--- config.mk ---
export PLATFORM = sky130hd
export DESIGN_NAME = fp_iter_sched
export DESIGN_NICKNAME = d
export VERILOG_FILES = /design/src/rtl/fp_sched_pkg.sv /design/src/rtl/fp_hazard_check.sv /design/src/rtl/fp_iter_sched.sv
export SDC_FILE = /design/constraint.sdc
export NUM_CORES = 1
export LEC_CHECK = 0
export ABC_AREA = 1
export CAP_MARGIN = 20
export CORE_MARGIN = 2
export CORE_UTILIZATION = 40
export CTS_CLUSTER_SIZE = 40
export DETAILED_ROUTE_END_ITERATION = 10
export PLACE_DENSITY = 0.77
export SYNTH_ARGS = -nofsm -noshare
export SYNTH_HDL_FRONTEND = slang
export SYNTH_HIERARCHICAL = 1
export SYNTH_SLANG_ARGS = --single-unit
--- constraint.sdc ---
create_clock -name clk -period 1.99 [get_ports clk]
set_clock_uncertainty 0.1 [all_clocks]
set_input_delay 0.398 -clock clk [delete_from_list [all_inputs] [get_ports clk]]
set_output_delay 0.398 -clock clk [all_outputs]
set_load 0.03 [all_outputs]
--- src/rtl/fp_sched_pkg.sv ---
// rtl/fp_sched_pkg.sv - shared types and constants for the FP divide/sqrt scheduler
package fp_sched_pkg;

  typedef enum logic [1:0] {
    IDLE = 2'd0,
    RUN  = 2'd1,
    WB   = 2'd2
  } sched_state_t;

  localparam logic OP_FDIV  = 1'b0;
  localparam logic OP_FSQRT = 1'b1;

  localparam int DEF_DIV_CYCLES  = 24;
  localparam int DEF_SQRT_CYCLES = 24;

  // The counter only ever holds N-1, so clog2 of the larger count is enough.
  function automatic int cnt_width(input int div_cycles, input int sqrt_cycles);
    int m;
    m = (div_cycles > sqrt_cycles) ? div_cycles : sqrt_cycles;
    return (m <= 2) ? 1 : $clog2(m);
  endfunction

endpackage

--- src/rtl/fp_hazard_check.sv ---
// rtl/fp_hazard_check.sv - RAW/WAW/write-port hazard compare against the outstanding rd
module fp_hazard_check (
  input  logic       busy,
  input  logic       in_wb,
  input  logic [4:0] rd_q,
  input  logic [4:0] pipe_rs1,
  input  logic [4:0] pipe_rs2,
  input  logic [4:0] pipe_rd,
  input  logic       pipe_rs1_fp,
  input  logic       pipe_rs2_fp,
  input  logic       pipe_fp_we,
  output logic       hazard_stall
);

  logic raw_hit;
  logic waw_hit;
  logic port_hit;

  // f0 is an ordinary FP register, so no zero-register exclusion here.
  assign raw_hit  = busy && ((pipe_rs1_fp && (pipe_rs1 == rd_q)) ||
                             (pipe_rs2_fp && (pipe_rs2 == rd_q)));
  assign waw_hit  = busy && pipe_fp_we && (pipe_rd == rd_q);
  assign port_hit = in_wb && pipe_fp_we;

  assign hazard_stall = raw_hit || waw_hit || port_hit;

endmodule

--- src/rtl/fp_iter_sched.sv ---
// rtl/fp_iter_sched.sv - issue/track/writeback scheduler for the iterative fdiv.s/fsqrt.s unit
module fp_iter_sched
  import fp_sched_pkg::*;
#(
  parameter int DIV_CYCLES  = DEF_DIV_CYCLES,
  parameter int SQRT_CYCLES = DEF_SQRT_CYCLES
) (
  input  logic        clk,
  input  logic        rst,
  input  logic        issue_valid,
  input  logic        issue_op,
  input  logic [4:0]  issue_rd,
  input  logic [4:0]  pipe_rs1,
  input  logic [4:0]  pipe_rs2,
  input  logic [4:0]  pipe_rd,
  input  logic        pipe_rs1_fp,
  input  logic        pipe_rs2_fp,
  input  logic        pipe_fp_we,
  input  logic [31:0] unit_result,
  output logic        unit_start,
  output logic        unit_op,
  output logic        stall,
  output logic        busy,
  output logic        wb_sel,
  output logic        wb_we,
  output logic [4:0]  wb_rd,
  output logic [31:0] wb_data
);

  localparam int CNT_W = cnt_width(DIV_CYCLES, SQRT_CYCLES);
  localparam logic [CNT_W-1:0] DIV_LOAD  = CNT_W'(DIV_CYCLES - 1);
  localparam logic [CNT_W-1:0] SQRT_LOAD = CNT_W'(SQRT_CYCLES - 1);

  sched_state_t     state, state_nxt;
  logic [CNT_W-1:0] cnt;
  logic [4:0]       rd_q;
  logic             op_q;
  logic [31:0]      result_q;

  logic hazard_stall;
  logic accept;
  logic cnt_done;

  fp_hazard_check u_hazard (
    .busy        (busy),
    .in_wb       (state == WB),
    .rd_q        (rd_q),
    .pipe_rs1    (pipe_rs1),
    .pipe_rs2    (pipe_rs2),
    .pipe_rd     (pipe_rd),
    .pipe_rs1_fp (pipe_rs1_fp),
    .pipe_rs2_fp (pipe_rs2_fp),
    .pipe_fp_we  (pipe_fp_we),
    .hazard_stall(hazard_stall)
  );

  assign busy     = (state != IDLE);
  assign stall    = (issue_valid && busy) || hazard_stall;
  assign accept   = (state == IDLE) && issue_valid && !stall;
  assign cnt_done = (cnt == '0);

  always_ff @(posedge clk) begin
    if (rst) begin
      state    <= IDLE;
      cnt      <= '0;
      rd_q     <= 5'd0;
      op_q     <= OP_FDIV;
      result_q <= 32'd0;
    end else begin
      state <= state_nxt;
      case (state)
        IDLE: begin
          if (accept) begin
            rd_q <= issue_rd;
            op_q <= issue_op;
            cnt  <= (issue_op == OP_FSQRT) ? SQRT_LOAD : DIV_LOAD;
          end
        end
        RUN: begin
          if (cnt_done) begin
            result_q <= unit_result;
          end else begin
            cnt <= cnt - 1'b1;
          end
        end
        default: ;
      endcase
    end
  end

  always_comb begin
    state_nxt  = state;
    unit_start = 1'b0;
    unit_op    = op_q;
    wb_sel     = 1'b0;
    wb_we      = 1'b0;
    wb_rd      = 5'd0;
    wb_data    = 32'd0;
    case (state)
      IDLE: begin
        // Forward the decoded op so the unit sees it alongside the start pulse.
        unit_op = issue_op;
        if (accept) begin
          unit_start = 1'b1;
          state_nxt  = RUN;
        end
      end
      RUN: begin
        if (cnt_done) state_nxt = WB;
      end
      WB: begin
        wb_sel    = 1'b1;
        wb_we     = 1'b1;
        wb_rd     = rd_q;
        wb_data   = result_q;
        state_nxt = IDLE;
      end
      default: state_nxt = IDLE;
    endcase
  end

endmodule

Run 1, met1 routing:
Bar = 20 um. Supply wires on this layer in grey. Cells faint in the background.
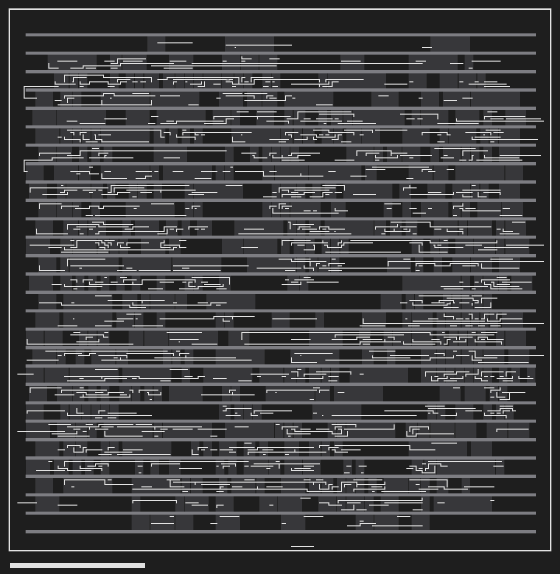
- longest straight run: 34.0 um
- share of all routed wire: 43%

Run 1, layout detail:
Bar = 10 um. Region (20, 4) to (60, 44) um. Cells in grey, sequential cells in the stronger grey; small squares are vias.
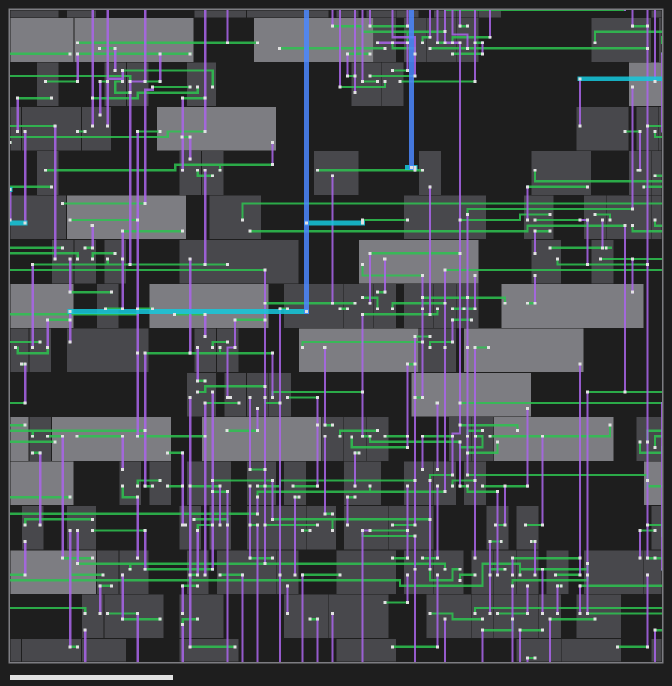
- met3: cyan
- met4: blue
- met2: purple
- met1: green
- sequential cells in the window: 17
- cells with their middle in the window: 125
- netlist names of flops here include: `result_q` (15)
- most frequent: nor2_1 (37), dfxtp_1 (16)

Run 1, congestion heat map:
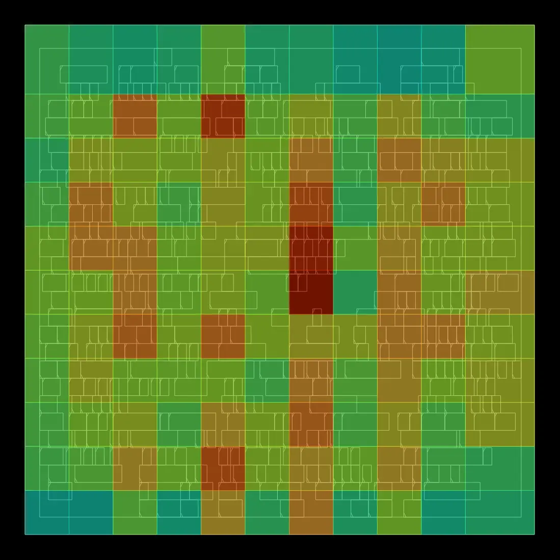
Tot GR Track Use: 18.69%
grt met1 use: 22.20%
layer with the highest usage: met2

Run 1, cells by drive strength:
Bar = 20 um.
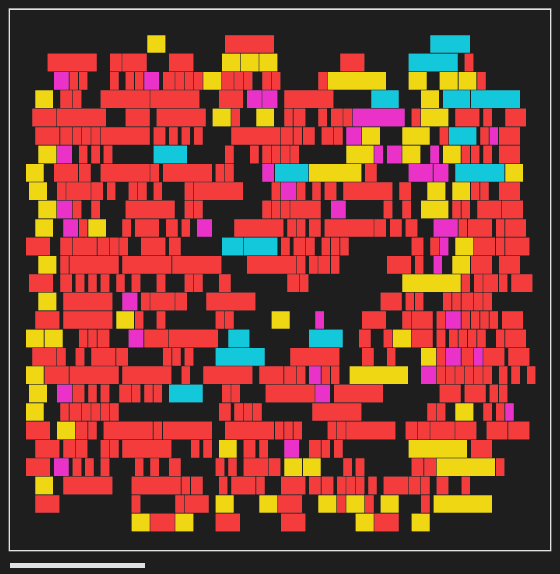
- drive 1 or less: red (cells 370; share 77%)
- drive 3 to 4: yellow (cells 63; share 13%)
- drive 2: magenta (cells 35; share 7.2%)
- drive 6 and up: cyan (cells 15; share 3.1%)

==> Changelog: implementation, run 1 <==
### Changed

- Syn. warnings: 6
- Area Overhead vs Synth: 56.20%
- Yosys top cell by instances: nor2_1
- Clk network pwr share: 22.5%
- Violated checks: setup timing
- CP max-delay cell: dlygate4sd2_1
- Adder Area Share: 0.5441%
- Max_cap viols: 0
- Cell variety after synth: 21
- Worst Hold Path EP: op_q
- Most instantiated cells after synthesis: nor2_1, inv_1, nand2_1
- Mapped Cells: 370
- Run status: finished with violations
- CTS root buf: clkbuf_8
- Combinational Power Share: 31.2%
- Pre-CTS setup slack: -0.3042 ns
- Tightest Pin Transition: 0.2969 ns
- Clock Sink Count: 45
- Total Power: 2373 uW
- Drt pass-1 iters: 4
- # placed instances: 535
- PnR worst setup slack: -0.1148 ns
- Hold path depth: 2
- Flop share of the area: 25.74%
- Largest registers: result_q (32), cnt (5), rd_q (5)
- Setup violations, final: 2
- R2r setup slk: 0.04 ns
run 1: per-stage QoR:
step                area, sq um  TNS (ns)  hold WS, ns
floorplan                  2310    -1.225       0.3245
global placement           3287    -3.025       0.3337
detailed placement         3287    -3.178       0.3511
CTS                        3411   -0.1448       0.3625
global route               3592    -1.489       0.3963
finish                     3592   -0.2083       0.3546
run 1: routing by layer:
metal	vias up	wire length [um]
met1	1087	2763
met4	0	67
li1	1324	-
met3	7	570
met2	89	3041
met5	-	0
run 1: layout by cell type (no fill, tap or decap), types with 5 or more instances in the layout:
cell type,count
nor2_2,18
inv_2,8
buf_4,51
nand2_1,43
dfxtp_1,38
clkbuf_8,5
nor2_1,106
o21ai_0,40
inv_1,57
clkdlybuf4s50_1,42
dlygate4sd2_1,18
dfxtp_4,6
a21oi_1,9
nand3_1,7
==> inputs of run 2 (changes only) <==
Settings changed: PLACE_DENSITY 0.77 to not set, PLACE_DENSITY_LB_ADDON set to 0.12.
Run 2, metal 2:
Bar = 20 um. Cells faint in the background.
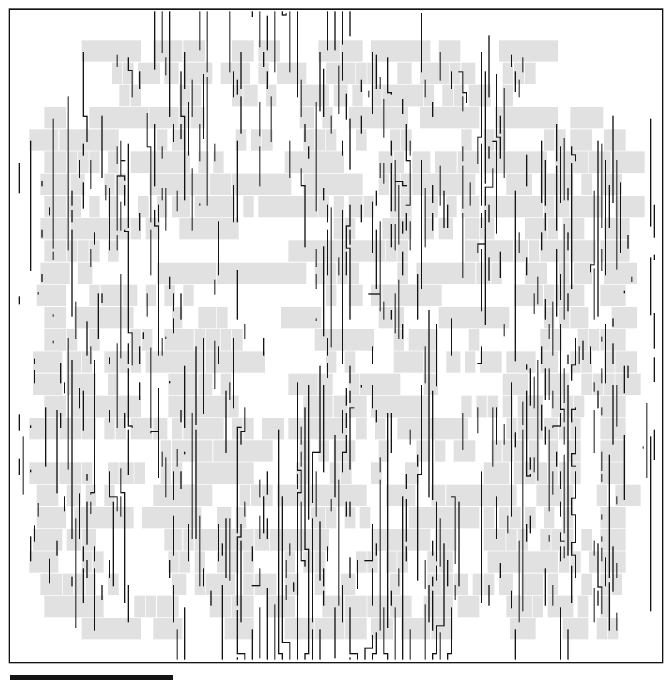
- nets with wire on the layer: 413
- main direction: vertical
- share of all routed wire: 47%
- longest straight run: 27.4 um
- wire length on this layer: 2790 um

==> run 2 against run 1 <==
Against the previous run:
- the flow still finishes with violations (setup timing)
- hold slack better by 0.0029 ns
- highest routed layer unchanged
- synthesized cell count unchanged
- via count decreased by 1.3%
- worst setup slack gained 0.030 ns
- largest cell class unchanged
- maximum frequency is 1.4% higher
==> Changelog: implementation, run 2 <==
### Changed

- Setup TNS: -0.1559 ns (+0.05243 ns)
- CTS root buf: clkbuf_8
- Top cell excl fill/tap: nor2_1
- Final hold slack: 0.3575 ns (+0.002866 ns)
- Drt pass-1 iters: 4 (unchanged)
- Area Overhead vs Synth: 52.12%
- PnR worst setup slack: -0.08518 ns (+0.02961 ns)
- CP max-delay cell: dfxtp_4
- Placed Area: 3287 sq um (unchanged)
- Max Used Layer: met4
- R2r setup slk: 0 ns (-0.04 ns)
- Yosys top cell by instances: nor2_1
- # placed instances: 535 (unchanged)
- Flop share of the area: 26.36% (+0.62 points)
- Cell variety after synth: 21 (unchanged)
- Violated checks: setup timing
- Setup violations, final: 2 (unchanged)
- Met1 Wirelength: 2755 um (-0.29%)
- Worst Hold Path EP: op_q
- Combinational Power Share: 28.0% (-3.2 points)
- Most frequent cells in the layout: nor2_1, inv_1, buf_4
- Hold path depth: 2 (unchanged)
- Run status: finished with violations
- Most instantiated cells after synthesis: nor2_1, inv_1, nand2_1
Run 2, cells by drive strength:
Bar = 20 um.
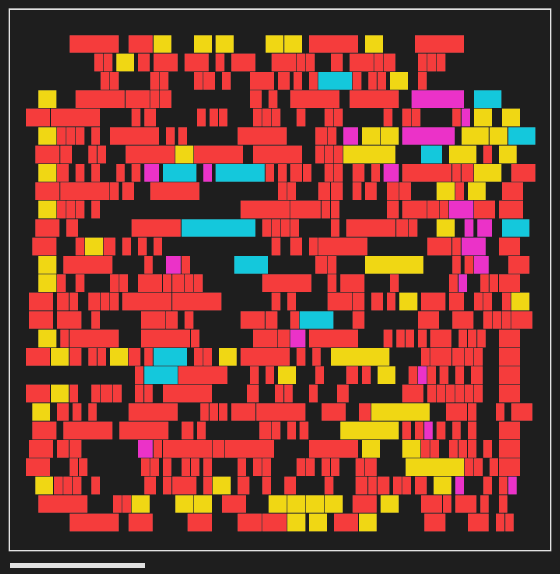
- drive 2: magenta (cells 20; share 4.2%)
- drive 6 and up: cyan (cells 12; share 2.5%)
- drive 1 or less: red (cells 386; share 81%)
- drive 3 to 4: yellow (cells 60; share 13%)

[run 2: cell counts after synthesis]
No cell type changed its count.
[run 2: cell families after synthesis]
logic type | count (synthesis) | share of synthesized area [%]
buffers and inverters | 82 | 14.80
AND/OR/NAND/NOR | 186 | 32.48
AND-OR/OR-AND | 51 | 11.10
adder cells (fa/ha/maj) | 1 | 0.5440
flip-flops | 45 | 39.17
XOR/XNOR | 5 | 1.904
[run 2: timing repair]
| item | CTS | global route |
|---|---|---|
| buffers inserted | 4 | 3 |
| resized | 41 | 8 |
| pin swaps | 17 | 6 |
| endpoints found under the setup margin | 42 | 16 |
[run 2: worst min-delay path, cell delays in order (launching register included)]
cell	delay, ns
dfxtp_1	0.31
inv_1	0.06
a21oi_1	0.06
==> inputs of run 3 (changes only) <==
Settings changed: DONT_BUFFER_PORTS set to 1.
==> run 3 against run 2 <==
Against the previous run:
- non-clock buffer count down 67
- clock power down 0.6%
- largest cell class unchanged
- largest power group unchanged
- highest routed layer unchanged
- the flow still finishes with violations (setup timing)
- global-route usage down 1.8 points
- synthesized cell count unchanged
- critical endpoint is now unit_start
==> Changelog: implementation, run 3 <==
### Changed

- Run status: finished with violations
- Violated checks: setup timing
- Post-CTS Resized: 17 (-59%)
- MUX share of area: 0% (unchanged)
- Flop share of the area: 32.01% (+5.7 points)
- Setup violations, final: 1 (-1)
- Most instantiated cells after synthesis: nor2_1, inv_1, nand2_1
- # placed instances: 472 (-12%)
- Adder Area Share: 0.5441% (unchanged)
- Async S/R FF share, synth: 0%
- Most frequent cells in the layout: nor2_1, inv_1, buf_4
- Top logic family: simple AND/OR/NAND/NOR gates
- Top pwr grp: registers
- Drt pass-1 iters: 4 (unchanged)
- Seq. cell area: 919.6 sq um
- Met3 global-route usage: 4.977%
- Simple-Gate Area Share: 32.48% (unchanged)
- Top reg by flops: result_q
- Max_slew headroom: 81.71%
- Ys cells: 370
- CP bufs+invs: 2
- CTS root buf: clkbuf_8
- Final hold slack: 0.06130 ns (-0.2962 ns)
- Combinational Power Share: 23.9% (-4.1 points)
- Post-CTS Setup Inserts: 0 (-4)
- Post-Synth AOI/OAI Area: 11.10% (unchanged)
- Top cell excl fill/tap: nor2_1
- Logic share of the area: 38.59%
- Fmax achieved: 0.4957 GHz
- PnR worst setup slack: -0.02724 ns (+0.05794 ns)
- Core Area: 5540 sq um
- Combinational power: 567 uW
- Synth Area in XOR/XNOR: 1.904% (unchanged)
- Mapped Cells: 370
- Area Overhead vs Synth: 24.92%
- Critical path cell sequence: inv_2 > nand2_1 > nand2_1 > nor2_2 > nand3_1 > nand2_1 > nand2_1 > nand3_2 > inv_4 > nand2_4 > nor2_4
- Yosys top cell by instances: nor2_1
- Fp util: 41.51%
- Met1 Wirelength: 2350 um (-15%)
- Cell variety after synth: 21 (unchanged)
- Clock Power: 711 uW
- Setup TNS: -0.02724 ns (+0.1287 ns)
- Layer with the highest usage: met2
- First-pass GRT wire length: 8714 um
- CP max-delay cell: dfxtp_2
- Post-route DRC: 0
- Placed Area: 2661 sq um (-19%)
## run 3: path summary, 6_finish.rpt
| path | depth (start not counted) | end | start | slack [ns] |
|---|---|---|---|---|
| setup / recovery | 11 | unit_start | rd_q[4] | -0.03 |
| hold / removal | 1 | state[1] | rst | 0.06 |
| setup reg to reg | 15 | cnt[3] | rd_q[4] | 0.21 |
| hold reg to reg | 2 | op_q | op_q | 0.38 |
## run 3: cell families (layout without fill, tap and decap cells)
family | Yosys count | after routing
buf+inv | 82 | 123
compound gates | 51 | 51
fa+ha+maj | 1 | 1
xor+xnor | 5 | 5
flops | 45 | 45
simple gates | 186 | 186
Run 3, met1 routing:
Bar = 20 um. Supply wires on this layer in grey. Cells faint in the background.
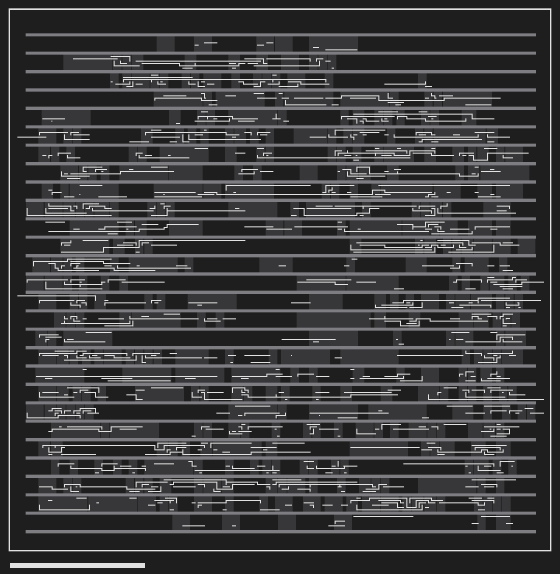
- longest straight run: 29.9 um
- share of all routed wire: 44%
- wire length on this layer: 2350 um
- main direction: horizontal
- nets with wire on the layer: 406

Run 3, cells by drive strength:
Bar = 20 um.
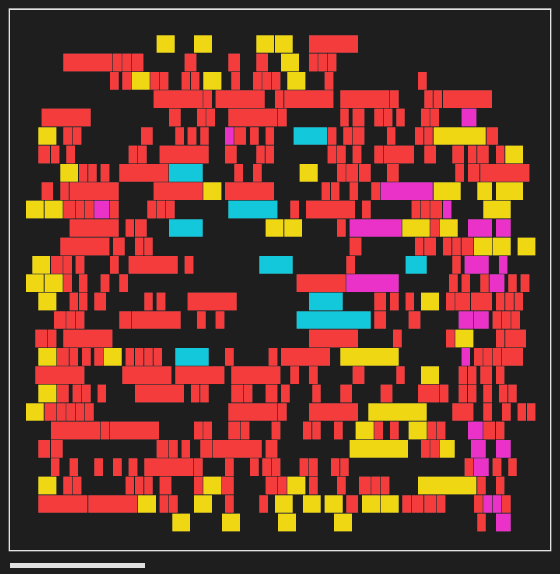
- drive 2: magenta (cells 22; share 5.4%)
- drive 6 and up: cyan (cells 9; share 2.2%)
- drive 1 or less: red (cells 321; share 78%)
- drive 3 to 4: yellow (cells 59; share 14%)

Power figures rest on the tool's default switching activity, not on a simulated workload.
